File: src/rtl/int_divider_pkg.sv
// int_divider_pkg
// Purpose: shared definitions for the iterative integer divider. The op
//   encoding matches the CPU decoder (bit 0 = unsigned, bit 1 = remainder)
//   so issue logic can pass its decoded field straight through.
// Contents: op constants, FSM state type, op classification helpers.
package int_divider_pkg;

  typedef enum logic [1:0] {
    OP_DIV  = 2'b00,
    OP_DIVU = 2'b01,
    OP_REM  = 2'b10,
    OP_REMU = 2'b11
  } div_op_t;

  typedef enum logic {
    ST_IDLE = 1'b0,
    ST_CALC = 1'b1
  } div_state_t;

  function automatic logic op_is_unsigned(input logic [1:0] op);
    return (op == OP_DIVU) || (op == OP_REMU);
  endfunction

  function automatic logic op_is_rem(input logic [1:0] op);
    return (op == OP_REM) || (op == OP_REMU);
  endfunction

endpackage

File: src/rtl/int_divider_step.sv
// int_divider_step
// Purpose: one combinational restoring-division step. Shifts {rem, quo}
//   left by one, trial-subtracts the divisor from the widened remainder and
//   keeps the difference only when it does not go negative.
// Ports:
//   rem, quo    partial remainder and dividend/quotient before the step
//   divisor     magnitude of the divisor
//   rem_next    partial remainder after the step
//   quo_next    dividend/quotient after the step, new quotient bit in LSB
module int_divider_step #(
  parameter int N = 32
) (
  input  logic [N-1:0] rem,
  input  logic [N-1:0] quo,
  input  logic [N-1:0] divisor,
  output logic [N-1:0] rem_next,
  output logic [N-1:0] quo_next
);

  logic [N:0] shifted;
  logic [N:0] diff;

  always_comb begin
    shifted = {rem, quo[N-1]};
    diff    = shifted - {1'b0, divisor};
    // diff[N] is the borrow: set means the trial subtraction went negative
    rem_next = diff[N] ? shifted[N-1:0] : diff[N-1:0];
    quo_next = {quo[N-2:0], ~diff[N]};
  end

endmodule

File: src/rtl/int_divider.sv
// int_divider
// Purpose: iterative signed/unsigned integer divider for the execute stage.
//   Resolves M quotient bits per cycle via a chain of restoring steps, so a
//   full N-bit result takes N/M CALC cycles. Shares the valid/ready handshake
//   of the integer multiplier.
// Build option: define INT_DIV_FUSE_EN to answer a DIV/REM (or DIVU/REMU)
//   pair on identical operands from the previous result without recomputing.
// Ports:
//   clk, reset   clock, synchronous active-high reset
//   valid_in     upstream presents op/a/b
//   ready_out    unit can accept (ready_in && idle)
//   op, a, b     operation, dividend, divisor
//   valid_out    y holds a valid result
//   ready_in     downstream accepts y
//   y            quotient or remainder, sign-corrected
//
// state   | meaning
// --------+-----------------------------------------------------------
// ST_IDLE | waiting for an accept; holds last result while valid_out set
// ST_CALC | running N/M cycles of M restoring steps each
module int_divider
  import int_divider_pkg::*;
#(
  parameter int N = 32,
  parameter int M = 4
) (
  input  logic         clk,
  input  logic         reset,
  input  logic         valid_in,
  output logic         ready_out,
  output logic         valid_out,
  input  logic         ready_in,
  input  logic [1:0]   op,
  input  logic [N-1:0] a,
  input  logic [N-1:0] b,
  output logic [N-1:0] y
);

  localparam int STEPS = N / M;
  localparam int CNT_W = (STEPS > 1) ? $clog2(STEPS) : 1;
  localparam logic [CNT_W-1:0] CNT_LAST = CNT_W'(STEPS - 1);

  div_state_t     state;
  logic [CNT_W-1:0] counter;
  logic [2*N-1:0] reg_res;
  logic [N-1:0]   reg_div;
  logic [1:0]     reg_op;
  logic           qsgn;
  logic           rsgn;

  logic           accept;
  logic           fuse_hit;
  logic           signed_op;
  logic [N-1:0]   a_abs;
  logic [N-1:0]   b_abs;
  logic [N-1:0]   quo;
  logic [N-1:0]   rem;

  logic [M:0][N-1:0] rem_chain;
  logic [M:0][N-1:0] quo_chain;

`ifdef INT_DIV_FUSE_EN
  logic           done;
  logic [N-1:0]   prev_a;
  logic [N-1:0]   prev_b;

  // Same signedness, opposite kind: the other half of the last result.
  assign fuse_hit = done && (prev_a == a) && (prev_b == b) &&
                    (op_is_unsigned(op) == op_is_unsigned(reg_op)) &&
                    (op_is_rem(op) != op_is_rem(reg_op));
`else
  assign fuse_hit = 1'b0;
`endif

  assign ready_out = ready_in && (state == ST_IDLE);
  assign accept    = valid_in && ready_out;

  always_comb begin
    signed_op = !op_is_unsigned(op);
    a_abs     = (signed_op && a[N-1]) ? -a : a;
    b_abs     = (signed_op && b[N-1]) ? -b : b;
  end

  assign rem_chain[0] = reg_res[2*N-1:N];
  assign quo_chain[0] = reg_res[N-1:0];

  for (genvar i = 0; i < M; i++) begin : g_step
    int_divider_step #(.N(N)) u_step (
      .rem      (rem_chain[i]),
      .quo      (quo_chain[i]),
      .divisor  (reg_div),
      .rem_next (rem_chain[i+1]),
      .quo_next (quo_chain[i+1])
    );
  end

  always_ff @(posedge clk) begin
    if (reset) begin
      state     <= ST_IDLE;
      valid_out <= 1'b0;
      counter   <= '0;
      reg_res   <= '0;
      reg_div   <= '0;
      reg_op    <= OP_DIV;
      qsgn      <= 1'b0;
      rsgn      <= 1'b0;
`ifdef INT_DIV_FUSE_EN
      done      <= 1'b0;
      prev_a    <= '0;
      prev_b    <= '0;
`endif
    end else begin
      case (state)
        ST_IDLE: begin
          if (accept) begin
            reg_op <= op;
            if (fuse_hit) begin
              valid_out <= 1'b1;
            end else begin
              state     <= ST_CALC;
              valid_out <= 1'b0;
              counter   <= '0;
              reg_res   <= {{N{1'b0}}, a_abs};
              reg_div   <= b_abs;
              // Quotient sign forced positive on divide-by-zero so the
              // natural all-ones quotient is returned unchanged.
              qsgn      <= signed_op && (a[N-1] ^ b[N-1]) && (b != '0);
              rsgn      <= signed_op && a[N-1];
`ifdef INT_DIV_FUSE_EN
              done      <= 1'b0;
              prev_a    <= a;
              prev_b    <= b;
`endif
            end
          end else if (ready_in) begin
            valid_out <= 1'b0;
          end
        end
        ST_CALC: begin
          reg_res <= {rem_chain[M], quo_chain[M]};
          counter <= counter + 1'b1;
          if (counter == CNT_LAST) begin
            state     <= ST_IDLE;
            valid_out <= 1'b1;
`ifdef INT_DIV_FUSE_EN
            done      <= 1'b1;
`endif
          end
        end
        default: state <= ST_IDLE;
      endcase
    end
  end

  assign quo = reg_res[N-1:0];
  assign rem = reg_res[2*N-1:N];

  always_comb begin
    if (op_is_rem(reg_op)) y = rsgn ? -rem : rem;
    else                   y = qsgn ? -quo : quo;
  end

endmodule

File: config.mk
export PLATFORM = sky130hd
export DESIGN_NAME = int_divider
export DESIGN_NICKNAME = d
export VERILOG_FILES = /design/src/rtl/int_divider_pkg.sv /design/src/rtl/int_divider_step.sv /design/src/rtl/int_divider.sv
export SDC_FILE = /design/constraint.sdc
export NUM_CORES = 1
export LEC_CHECK = 0
export ABC_CLOCK_PERIOD_IN_PS = 14100
export CAP_MARGIN = 20
export CORE_MARGIN = 8
export CORE_UTILIZATION = 45
export CTS_BUF_LIST = sky130_fd_sc_hd__clkbuf_4 sky130_fd_sc_hd__clkbuf_8
export CTS_CLUSTER_SIZE = 20
export DETAILED_ROUTE_END_ITERATION = 16
export DONT_BUFFER_PORTS = 1
export PLACE_DENSITY = 0.66
export SYNTH_ARGS = -nofsm -noshare
export SYNTH_HDL_FRONTEND = slang
export SYNTH_SLANG_ARGS = --single-unit
File: constraint.sdc
create_clock -name clk -period 14.1 [get_ports clk]
set_input_delay 4.23 -clock clk [delete_from_list [all_inputs] [get_ports clk]]
set_output_delay 4.23 -clock clk [all_outputs]
set_load 0.02 [all_outputs]
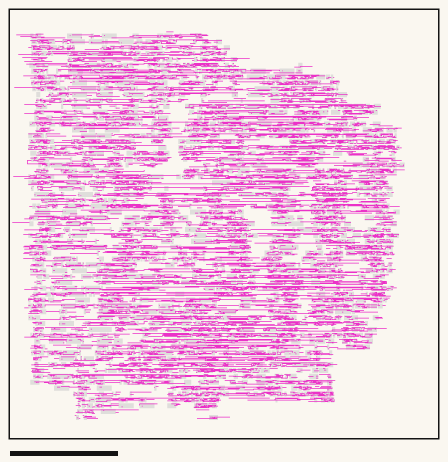
Fig. 1. Signal wires on met1 (run 1).
The bar under the picture is 50 µm long.
The longest straight run is 72.7 µm. The layer carries 22.1 mm of wire. The layer holds 42% of the routed length. The wires run mostly horizontal. 2,134 nets have wire on it.

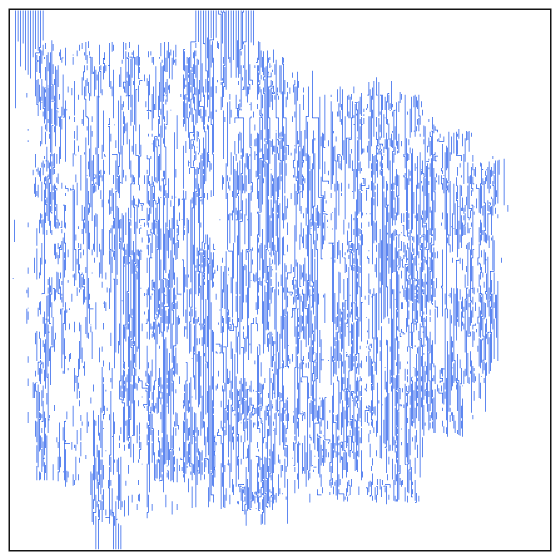
Fig. 2. Met2 routing (run 1).
The longest straight run is 77.9 µm. The wires run mostly vertical. The layer carries 23.5 mm of wire. 1,751 nets have wire on it.

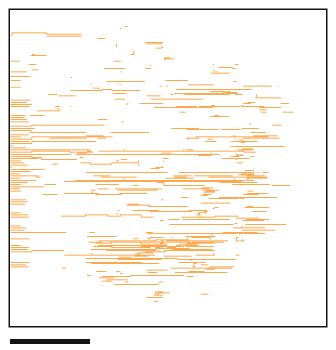
Fig. 3. Signal wires on met3 (run 1).
The bar under the picture is 50 µm long.
The layer holds 9.5% of the routed length. 264 nets have wire on it. The layer carries 5,030 µm of wire. The longest straight run is 112 µm.
final routed wirelength across all metal layers: 52,800 µm
global-route track usage on met3: 7.05%

-- run 1: cell type report --
cell class                      count  area [µm²]
Clock buffer                        9         124
Clock inverter                      7        88.8
Fill cell                        3309       17000
Inverter                          116         435
Multi-Input combinational cell   1739       12100
Sequential cell                   104        2080
Tap cell                          442         553
Timing Repair Buffer               33         264
-- run 1: flip-flops by register name, summed over array words and instances (netlist names) --
signal,cells
reg_op,1
reg_res,64
reg_div,32
rsgn,1
qsgn,1
valid_out,1
counter,3
state,1
-- run 1: what timing repair did --
action	in CTS	in global routing
resized	0	5
hold buffers	0	0
endpoints found under the setup margin	0	33
setup buffers	0	1
-- run 1: through the flow --
| step | worst slack [ns] | utilization [%] | hold slack [ns] |
|---|---|---|---|
| after floorplan | 2.57 | - | 0.432 |
| after global placement | 0.884 | 47.1 | 0.440 |
| after detailed placement | 0.531 | 47.1 | 0.458 |
| after CTS | 0.482 | 47.8 | 0.471 |
| after global routing | 0.0280 | 47.9 | 0.500 |
| final | 0.759 | 47.9 | 0.468 |
-- run 1: metal layers --
layer | vias to the layer above | GRT usage (%) | share of wire, %
li1 | 7386 | - | -
met1 | 7029 | 33.1 | 42
met2 | 626 | 41.7 | 45
met3 | 112 | 7.05 | 9.5
met4 | 0 | 11.1 | 4.1
met5 | - | 0 | 0
-- run 1: synth_stat cells (all sizes together), types with 12 or more instances --
cell,instances,area share (%)
nand2,247,6.2
a21oi,228,7.7
nor2,150,3.8
ha,134,11
xnor2,134,7.8
o21ai,119,4.0
inv,116,2.9
dfxtp,104,14
xor2,97,5.8
o211ai,67,4.5
a21o,66,3.3
clkbuf,60,1.5
a211oi,43,2.2
o31ai,38,2.2
buf,34,1.3
nand3,31,1.1
nor3,29,0.97
a22oi,28,1.4
nand2b,26,1.1
or3,25,1.1
o21bai,24,1.2
mux2i,22,1.6
nor4,20,1.2
o21a,19,0.95
or4,17,0.85
nand4,15,0.63
mux2,14,1.1
nor2b,13,0.54
a31oi,12,0.60
-- run 1: path summary, 6_finish.rpt --
| path | from | end | slack [ns] | depth (start not counted) |
|---|---|---|---|---|
| worst max-delay path | reg_div[1] | reg_res[38] | 0.76 | 49 |
| worst min-delay path | reg_div[31] | reg_div[31] | 0.47 | 2 |
| worst max register to register | reg_div[1] | reg_res[38] | 0.76 | 49 |
| worst min register to register | reg_div[31] | reg_div[31] | 0.47 | 2 |
-- run 1: kinds of logic after synthesis --
family | after synthesis | synth area share (%)
flops | 104 | 13.9
simple gates | 610 | 19.3
buf+inv | 210 | 5.75
xor+xnor | 231 | 13.6
fa+ha+maj | 138 | 11.7
mux | 36 | 2.63
compound gates | 724 | 33.0
-- run 1: worst max-delay path: cells and delay by family (launching register included) --
kind	cells	cell delay, ns
flops	1	0.47
xor+xnor	2	0.62
buf+inv	7	1.67
simple gates	13	3.31
fa+ha+maj	4	1.49
compound gates	22	5.25
mux	1	0.32
==> GITHUB_STEP_SUMMARY, run 1 <==
### Yosys + OpenROAD results

| Metric | Value |
|---|---|
| Result of the run | `finished clean` |
| Starting DRT DRC Count | `1,303` |
| Fmax | `75.0 MHz` |
| CP peak stage delay | `0.58 ns` |
| Slew at the pin closest to its max-slew limit | `~1.1 ns` |
| Number of enable-type register cells in the synthesized netlist | `0` |
| Clock latency at the later pin of the worst-skew pair | `0.42 ns` |
| Largest net degree at the start of global routing | `76` |
| Post-DP Area | `15,400 µm²` |
| Cell count after placement | `2,433` |
| Number of buffers created by CTS | `9` |
| Core area | `32,600 µm²` |
| Layout overhead on the synthesized area | `4.40%` |
| Share of the clock period used by the worst path | `94.6%` |
| CTS tree | `yes` |
| Final number of setup-violating endpoints | `0` |
| Maximum count of clock buffers along a single path | `2` |
| Average cell area after synthesis | `7.29 µm²` |
| Most frequent cells in the layout | `246 x nand2_1, 226 x a21oi_1, 149 x nor2_1, 134 x ha_1, 133 x xnor2_1` |
| Design area | `15,600 µm²` |
| Global route total overflow | `0` |
| Maximum Capacitance Violations | `0` |
| Ys Warns | `0` |
| Per-cell via count in the routed design | `6.18` |
| Number of port buffers | `0` |
==> run 1 -> run 2 <==
--- a/config.mk
+++ b/config.mk
@@ -5,6 +5,7 @@
 export SDC_FILE = /design/constraint.sdc
 export NUM_CORES = 1
 export LEC_CHECK = 0
+export ABC_AREA = 0
 export ABC_CLOCK_PERIOD_IN_PS = 14100
 export CAP_MARGIN = 20
 export CORE_MARGIN = 8
==> run 2 against run 1 <==
Compared with the run above: utilization unchanged; sequential share of layout area unchanged; area after synthesis unchanged; critical path type unchanged.
==> GITHUB_STEP_SUMMARY, run 2 <==
### Yosys + OpenROAD results

| Metric | Value |
|---|---|
| Pre-CTS setup slack | `0.531 ns (unchanged)` |
| Leading post-synthesis cells by cell area | `dfxtp_1 14%, ha_1 11%, xnor2_1 7.8%, a21oi_1 7.6%, nand2_1 6.2%` |
| Most frequent cells in the layout | `246 x nand2_1, 226 x a21oi_1, 149 x nor2_1, 134 x ha_1, 133 x xnor2_1` |
| Leading cell type by number of instances after synthesis | `nand2_1` |
| Global-route track usage on met3 | `7.05% (unchanged)` |
| CP peak stage delay | `0.58 ns (about the same)` |
| Result of the run | `finished clean` |
| Layout overhead on the synthesized area | `4.40% (unchanged)` |
| Post-DP Area | `15,400 µm² (unchanged)` |
| Endpoint of the lowest-slack register-to-register path | `reg_res[38]` |
| Reg-to-Reg Start | `reg_div[1]` |
| Cell type with the highest aggregate area in the netlist | `dfxtp_1` |
| Setup slack of the critical path after layout | `0.759 ns (unchanged)` |
| Final routed wirelength across all metal layers | `52,800 µm (unchanged)` |
| Register name with the most flops | `reg_res` |
| Depth of the most critical reg-to-reg path | `49 (unchanged)` |
| Per-cell via count in the routed design | `6.18 (unchanged)` |
| Largest net degree at the start of global routing | `76 (unchanged)` |
| Total stage count of the critical path | `49 (unchanged)` |
| Biggest regs | `reg_res (64), reg_div (32), counter (3)` |
| Clock latency at the later pin of the worst-skew pair | `0.42 ns (about the same)` |
| Ys Warns | `0 (unchanged)` |
| Share of the clock period used by the worst path | `94.6% (unchanged)` |
| Reg-to-reg slack, setup | `0.76 ns (about the same)` |
| Maximum count of clock buffers along a single path | `2 (unchanged)` |
| Maximum Capacitance Violations | `0 (unchanged)` |
run 2: cell counts after synthesis:
Identical to the previous run, type by type.
run 2: how the worst min path moves through the flow:
stage,start,endpoint,slack (ns),depth (start not counted)
3_3_place_gp,reg_div[31],reg_div[31],0.44,2
4_1_cts,reg_div[31],reg_div[31],0.47,2
6_report,reg_div[31],reg_div[31],0.47,2
5_1_grt,reg_div[31],reg_div[31],0.50,2
3_5_place_dp,reg_div[31],reg_div[31],0.46,2
2_1_floorplan,reg_div[31],reg_div[31],0.43,2
run 2: cell type report:
cell class	instances	area (µm²)	area share, %
clock inverter	7	88.8	0.569
tap	442	553	3.54
timing repair buffer	33	264	1.69
sequential	104	2080	13.3
clock buffer	9	124	0.793
inverter	116	435	2.79
multi-input combinational	1739	12100	77.3
run 2: layer usage:
metal / routed length (µm) / part of all wire [%]
met5: 0 / 0
met2: 23500 / 45
met3: 5030 / 9.5
met4: 2180 / 4.1
met1: 22100 / 42
run 2: worst reg2reg max path, delay by kind of cell (launching register included):
family                     cells  cell delay [ns]
AOI/OAI and AO/OA             22             5.28
xor gates and xnor gates       2             0.62
adders and majority gates      4             1.49
buffers and inverters          7             1.67
DFF                            1             0.47
muxes                          1             0.33
and+or+nand+nor               13             3.34
run 2: what timing repair did:
action                     in CTS  in global routing
hold buffers                    0                  0
resized                         0                  5
setup endpoints to repair       0                 33
buffers inserted                0                  1
run 2: kinds of logic (layout without fill, tap and decap cells):
group           Yosys count  count (layout)  share of synthesized area, %
simple gates            610             610                          19.3
flops                   104             104                          13.9
compound gates          724             724                          33.0
mux                      36              36                          2.63
xor+xnor                231             231                          13.6
fa+ha+maj               138             138                          11.7
buf+inv                 210             165                          5.75
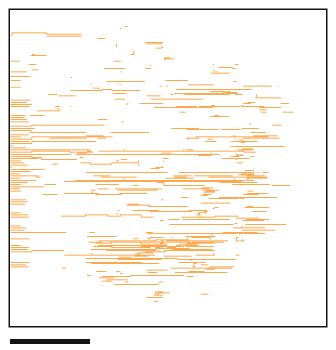
Fig. 4. Signal wires on met3 (run 2).
The bar under the picture is 50 µm long.
The wires run mostly horizontal. The layer carries 5,030 µm of wire. The layer holds 9.5% of the routed length. The longest straight run is 112 µm. 264 nets have wire on it.

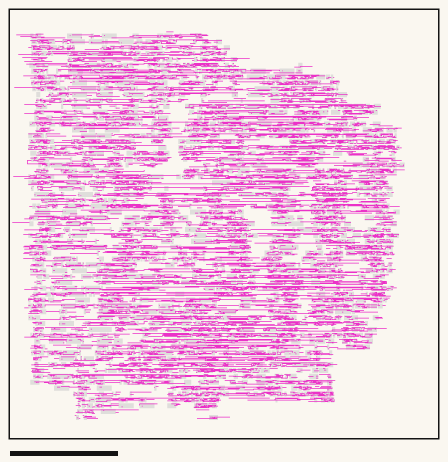
Fig. 5. Signal wires on met1 (run 2).
The bar under the picture is 50 µm long.
The longest straight run is 72.7 µm. The layer holds 42% of the routed length. The layer carries 22.1 mm of wire.
vias: 15,200
met1 track utilization from global routing: 33.1%

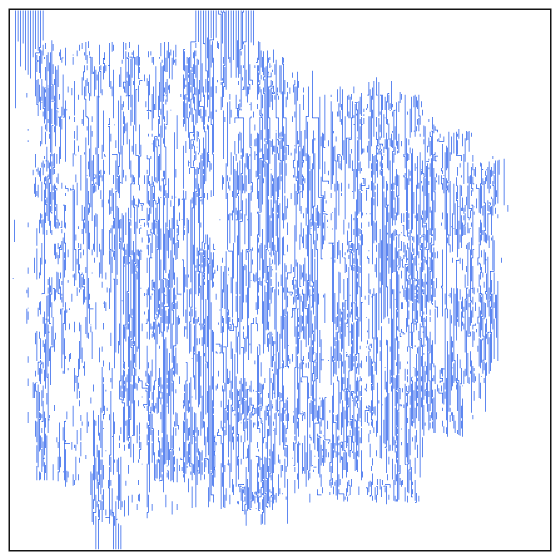
Fig. 6. Met2 routing (run 2).
The layer holds 45% of the routed length. The longest straight run is 77.9 µm. The wires run mostly vertical. The layer carries 23.5 mm of wire.

